### src/rtl/disparity_encoder_pkg.sv
// Shared constants and the level-to-code helper for the disparity encoder.
// Rounding mode is selected by DISPARITY_ENCODER_ROUND_EN in the top level.
package disparity_encoder_pkg;

    localparam int LEVEL_STEP  = 17;
    localparam int RECIP_MUL   = 241;
    localparam int RECIP_SHIFT = 12;
    localparam int MAX_LEVEL   = 15;
    localparam int CODE_W      = 6;
    localparam int PIX_W       = 8;
    localparam int PROD_W      = 17;

    // prod >> RECIP_SHIFT equals floor(x/17) for every x up to 263
    function automatic logic [CODE_W-1:0] level_to_code(input logic [PROD_W-1:0] prod);
        logic [4:0] level;
        level = prod[RECIP_SHIFT +: 5];
        if (level > 5'(MAX_LEVEL))
            level = 5'(MAX_LEVEL);
        return {level[3:0], 2'b00};
    endfunction

endpackage

### src/rtl/disparity_encoder_frame_position_counter.sv
// Column/row tracker for a pixel stream: eol/eof tags, sof resync and a sticky
// sync error that becomes visible together with the offending pixel's output.
module disparity_encoder_frame_position_counter #(
    parameter int IMG_WIDTH  = 320,
    parameter int IMG_HEIGHT = 240,
    parameter int COL_W      = 9,
    parameter int ROW_W      = 8
) (
    input  logic clock,
    input  logic reset,
    input  logic advance,
    input  logic accept,
    input  logic sof,
    output logic eol,
    output logic eof,
    output logic sync_err
);

    logic [COL_W-1:0] col;
    logic [COL_W-1:0] eff_col;
    logic [ROW_W-1:0] row;
    logic [ROW_W-1:0] eff_row;
    logic             resync;
    logic             err_pend;

    // A mid-frame sof snaps the current pixel to the frame origin
    always_comb begin
        resync  = sof && ((col != '0) || (row != '0));
        eff_col = resync ? '0 : col;
        eff_row = resync ? '0 : row;
        eol     = (eff_col == COL_W'(IMG_WIDTH - 1));
        eof     = eol && (eff_row == ROW_W'(IMG_HEIGHT - 1));
    end

    always_ff @(posedge clock) begin
        if (reset) begin
            col      <= '0;
            row      <= '0;
            err_pend <= 1'b0;
            sync_err <= 1'b0;
        end else begin
            if (accept) begin
                if (eol) begin
                    col <= '0;
                    row <= eof ? '0 : eff_row + 1'b1;
                end else begin
                    col <= eff_col + 1'b1;
                    row <= eff_row;
                end
            end
            // err_pend rides alongside stage 1 so the flag lands with the output
            if (advance) begin
                err_pend <= accept && resync;
                sync_err <= sync_err || err_pend;
            end
        end
    end

endmodule

### src/rtl/disparity_encoder.sv
// Re-encodes 8-bit depth pixels into 6-bit disparity codes (level*4) over a
// two-stage stall-able pipeline. DISPARITY_ENCODER_ROUND_EN selects round-to-nearest.
module disparity_encoder
    import disparity_encoder_pkg::*;
#(
    parameter int IMG_WIDTH  = 320,
    parameter int IMG_HEIGHT = 240,
    parameter int COL_W      = 9,
    parameter int ROW_W      = 8
) (
    input  logic              clock,
    input  logic              reset,
    input  logic              valid_in,
    input  logic              sof_in,
    input  logic [PIX_W-1:0]  data_in,
    output logic              ready_out,
    output logic              valid_out,
    input  logic              ready_in,
    output logic [CODE_W-1:0] data_out,
    output logic              eol_out,
    output logic              eof_out,
    output logic              sync_err
);

`ifdef DISPARITY_ENCODER_ROUND_EN
    localparam bit ROUNDING = 1'b1;
`else
    localparam bit ROUNDING = 1'b0;
`endif
    localparam logic [PIX_W:0] BIAS = ROUNDING ? (PIX_W+1)'(LEVEL_STEP / 2) : '0;

    logic              advance;
    logic              accept;
    logic [PIX_W:0]    x;
    logic              tag_eol;
    logic              tag_eof;
    logic              s1_valid;
    logic              s1_eol;
    logic              s1_eof;
    logic [PROD_W-1:0] s1_prod;

    assign advance   = !valid_out || ready_in;
    assign ready_out = advance;
    assign accept    = valid_in && advance;
    assign x         = {1'b0, data_in} + BIAS;

    disparity_encoder_frame_position_counter #(
        .IMG_WIDTH  (IMG_WIDTH),
        .IMG_HEIGHT (IMG_HEIGHT),
        .COL_W      (COL_W),
        .ROW_W      (ROW_W)
    ) u_position (
        .clock    (clock),
        .reset    (reset),
        .advance  (advance),
        .accept   (accept),
        .sof      (sof_in),
        .eol      (tag_eol),
        .eof      (tag_eof),
        .sync_err (sync_err)
    );

    always_ff @(posedge clock) begin
        if (reset) begin
            s1_valid  <= 1'b0;
            s1_eol    <= 1'b0;
            s1_eof    <= 1'b0;
            s1_prod   <= '0;
            valid_out <= 1'b0;
            data_out  <= '0;
            eol_out   <= 1'b0;
            eof_out   <= 1'b0;
        end else if (advance) begin
            s1_valid <= valid_in;
            if (valid_in) begin
                s1_prod <= PROD_W'(x) * PROD_W'(RECIP_MUL);
                s1_eol  <= tag_eol;
                s1_eof  <= tag_eof;
            end
            valid_out <= s1_valid;
            data_out  <= level_to_code(s1_prod);
            eol_out   <= s1_eol;
            eof_out   <= s1_eof;
        end
    end

endmodule
### config.mk
export PLATFORM = sky130hd
export DESIGN_NAME = disparity_encoder
export DESIGN_NICKNAME = d
export VERILOG_FILES = /design/src/rtl/disparity_encoder_pkg.sv /design/src/rtl/disparity_encoder_frame_position_counter.sv /design/src/rtl/disparity_encoder.sv
export SDC_FILE = /design/constraint.sdc
export NUM_CORES = 1
export LEC_CHECK = 0
export CORE_UTILIZATION = 35
export CTS_CLUSTER_DIAMETER = 150
export DETAILED_ROUTE_END_ITERATION = 8
export MAX_ROUTING_LAYER = met4
export PLACE_DENSITY_LB_ADDON = 0.05
export SLEW_MARGIN = 20
export SYNTH_ARGS = -nofsm -noshare
export SYNTH_HDL_FRONTEND = slang
export SYNTH_SLANG_ARGS = --single-unit
### constraint.sdc
create_clock -name clock -period 5.2 [get_ports clock]
set_clock_uncertainty 0.1 [all_clocks]
set_input_delay 1.04 -clock clock [delete_from_list [all_inputs] [get_ports clock]]
set_output_delay 1.04 -clock clock [all_outputs]
set_load 0.01 [all_outputs]
gate_families.png
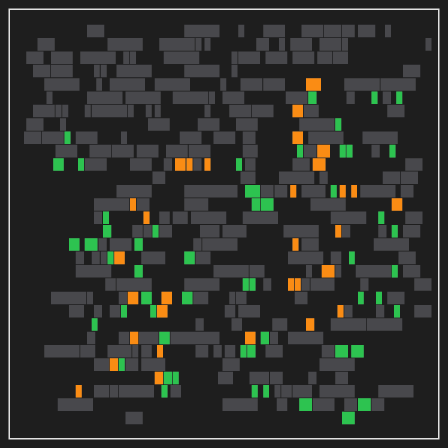
- orange: NOR gates (cells 31; most used nor2_1)
- green: NAND gates (cells 54; most used nand2_1)

final_congestion.png
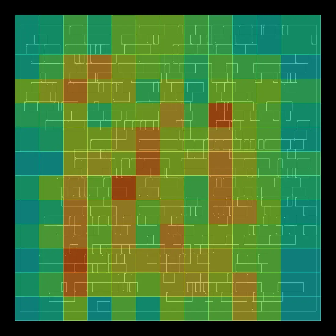
global routing usage summed across all routing layers: 0.151
grt peak-use layer: met1
mean routed wirelength per cell: 12.8 µm
final design utilization: 0.431

==> flow.log <==
[report] implementation figures
INFO  metric seqPwrFrac = 0.353
INFO  metric cp_cell_sequence = clkdlybuf4s50_1, inv_1, fa_1, fa_1, inv_1, ha_1, ha_1, ha_1, nor4_1, o211ai_1, a41oi_1, nor4_1, a311o_1
INFO  metric pin_count_of_the_biggest_net_entering_global_routing = 36
INFO  metric floorplan.core_util = 0.368
INFO  metric timing.critical_path.to = s1_prod[14]
INFO  metric multi_input_combinational_cell_area = approximately 1700 µm²
INFO  metric post-layout-total-power = 782 µW
INFO  metric required = around 5.3 ns
INFO  metric ys_area = 2540 µm²
INFO  metric num_antenna_cells = 0
INFO  metric detailedRoute.firstPassIterationCount = 4
INFO  metric ys_seq_frac = 0.260
INFO  metric ys_warn_count = 0
INFO  metric cellInternalPower = 542 µW
INFO  metric run_status = finished, final reports clean
INFO  metric synthDominantAreaCellType = sky130_fd_sc_hd__dfxtp_1
INFO  metric total_switching_power = 241 µW
INFO  metric r2r_slack = about 1.6 ns
INFO  metric post_route_cells_drive_above_1_share = 0.0737
INFO  metric dp.cells = 400
INFO  metric worstHoldPathType = flop to flop
INFO  metric worst_hold_startpoint = data_out[3]
INFO  metric crit_path_top_delay_cell = sky130_fd_sc_hd__clkdlybuf4s50_1
INFO  metric ys_cells = 292
INFO  metric clk-insertion-delay-late = 0.28 ns
INFO  metric final_min_period_over_clock_period = 0.913
INFO  metric vias_in_the_first_global_route = 1866
INFO  metric layoutNonFillerInstCount = 408
INFO  metric num_io_pins = 24
INFO  metric synthesis.instances = 292
INFO  metric port_buffers = 21
INFO  metric clock_sink_count = 33
INFO  metric htree_levels = 2
INFO  metric setup_violations = 0
INFO  metric total_of_fill_cells_in_the_finished_design = 728
INFO  metric layout_min_cycle_time = 4.75 ns
INFO  metric crit_path_start_kind = primary input
INFO  metric cts.clk_slew.worst_paths = 0.07 ns
INFO  metric final_max_slew_viol_count = 0
INFO  metric post_synth_tally_of_flip_flops_with_integrated_enable = 0
INFO  metric reg2reg_depth = 10
INFO  metric numCtsBuffers = 5
INFO  metric timing.hold.worst_endpoint = data_out[3]
INFO  metric hold_violations = 0
INFO  metric gpl.final_weighted_congestion = just under 0.8
INFO  metric cp.arrival = 4.81 ns
INFO  metric cts-root-buf = sky130_fd_sc_hd__clkbuf_8
INFO  metric critical_path_origin = data_in[1]
INFO  metric postCtsResizedCells = 0
INFO  metric holdPathStages = 2
INFO  metric yosys_register_bits = 33
INFO  metric area_growth_syn_to_layout = 16.9%
INFO  metric worst_setup_path_end_kind = flop
INFO  metric area_of_the_core = 6910 µm²
INFO  metric core.rowCount = 30
INFO  metric preCtsSetupSlack = 0.141 ns
INFO  metric critPathMaxStageDelay = ~0.55 ns
INFO  metric cpMostUsedCell = sky130_fd_sc_hd__ha_1
INFO  metric netlist_area = 2540 µm²
INFO  metric synthFlopType = sky130_fd_sc_hd__dfxtp_1
INFO  metric top_cells_by_area = sky130_fd_sc_hd__dfxtp_1 (26%), sky130_fd_sc_hd__ha_1 (16%), sky130_fd_sc_hd__fa_1 (11%)
INFO  metric power-per-cell-area = 263 nW/µm²
INFO  metric critical_path.reg2reg.endpoint = u_position.row[4]
INFO  metric grt_setup_unrepaired = false
INFO  metric holdBufCountCts = 0
INFO  metric drv.max_cap_violation_count = 0
INFO  metric detail_route.drc_violations = 0
INFO  metric syn_area_per_cell = 8.71 µm²
INFO  metric critical_path.reg2reg.startpoint = u_position.row[3]
INFO  metric grt_first_pass_wirelength = 8.78 mm
INFO  metric vertical_extent_of_the_die = 87.3 µm
INFO  metric post_cts.repair.setup_buffers = 0
INFO  metric crit_type = primary input to flop
INFO  metric netlist-cell-type-count = 50
INFO  metric cts_buffer_depth = 2
INFO  metric crit_path_max_fanout = 4
INFO  metric worstMarginPinSlew = ~0.94 ns
INFO  metric power.ir.vdd_worst = about 0.00016 V
INFO  metric worst_slew_margin_rel = 0.373
INFO  metric dieArea = 7610 µm²
INFO  metric power_frac_comb = 0.329
INFO  metric fin_nets = around 370
INFO  metric setup_slack = approximately 0.45 ns
INFO  metric max_fclk = 0.211 GHz
INFO  metric cts_tree = built
INFO  metric asyncSetResetFlopFracSynth = 0
INFO  metric grt_antenna_before_repair = 0
INFO  metric leakagePower = 1.20 nW
INFO  metric common_cells = sky130_fd_sc_hd__dfxtp_1 (33), sky130_fd_sc_hd__ha_1 (33), sky130_fd_sc_hd__nand2_1 (32), sky130_fd_sc_hd__inv_1 (29), sky130_fd_sc_hd__a21oi_1 (18)
INFO  metric post-dp-hpwl = roughly 4.0 mm
INFO  metric top_area_frac = 0.260
INFO  metric warning_count = 30
registers.png
Bar = 20 µm. Other sequential cells in the stronger gray, the rest of the logic in the fainter gray.
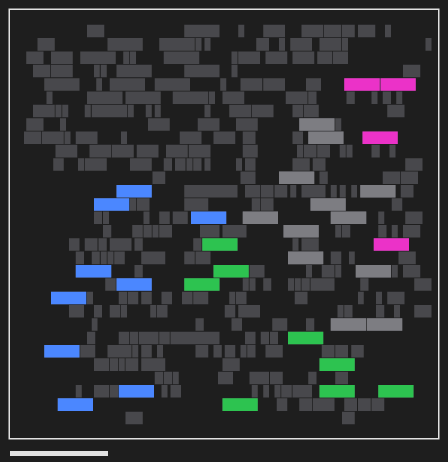
- green: u_position.row (placed flops 8)
- blue: u_position.col (placed flops 9)
- magenta: data_out (placed flops 4; where north-east)
Seq/total area: 0.222
sequential standard cell area: 661 µm²
reported sequential group power: 276 µW

metal_stack.png
Bar = 20 µm. Only two layers are drawn.
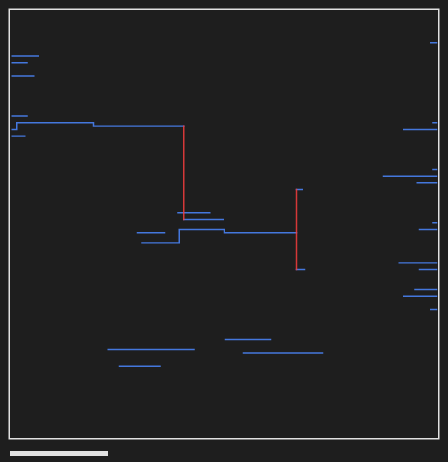
- red: met4 (wire length 35.4 µm)
- blue: met3 (wire length 215 µm)
Via Count: 2081
total detailed-routing wirelength: 5.23 mm

[per-stage QoR]
stage	hold slack, ns	instance area (µm²)
finish	0.351	2970
global route	0.374	2970
CTS	0.352	2970
detailed placement	0.343	2860
global placement	0.337	2860
floorplan	0.332	2550
[state kept, by name, indices dropped and copies added, names as in the netlist]
register	count
s1_eof	1
u_position.col	9
u_position.err_pend	1
u_position.sync_err	1
s1_valid	1
s1_prod	4
eol_out	1
eof_out	1
data_out	4
valid_out	1
s1_eol	1
u_position.row	8
[worst max-delay path: cells and delay by family]
kind	cells	cell delay [ns]
and+or+nand+nor	2	0.37
adders and majority gates	5	1.81
buffers and inverters	3	0.67
AOI/OAI and AO/OA	3	0.91
[cell families (layout without fill, tap and decap cells)]
group	after synthesis	after routing	share of synthesized area
AND-OR/OR-AND	58	58	0.154
multiplexers	1	1	0.00443
buffers and inverters	44	63	0.0713
adder cells (fa/ha/maj)	47	47	0.273
XOR/XNOR	3	3	0.0103
flip-flops	33	33	0.260
other	1	2	0.00147
AND/OR/NAND/NOR	105	105	0.226
[power groups by stage]
stage / Sequential, mW / Clock (mW) / Combinational (mW)
final: 0.276 / 0.249 / 0.258
after global routing: 0.278 / 0.271 / 0.309
after CTS: 0.276 / 0.257 / 0.265
after detailed placement: 0.282 / 0 / 0.263
after global placement: 0.282 / 0 / 0.263
after floorplan: 0.282 / 0 / 0.190
[area by class of cell]
| type | instances | share of cell area |
|---|---|---|
| clock inverter | 1 | 0.0101 |
| clock buffer | 7 | 0.0290 |
| sequential | 33 | 0.222 |
| tap | 96 | 0.0404 |
| inverter | 30 | 0.0379 |
| multi-input combinational | 216 | 0.580 |
| timing repair buffer | 25 | 0.0808 |
[layer usage]
layer	GRT usage	share of wire
met5	-	0
met4	0.0313	0.0067
met3	0.0313	0.041
met2	0.217	0.42
met1	0.219	0.53
Power figures rest on the tool's default switching activity, not on a simulated workload.
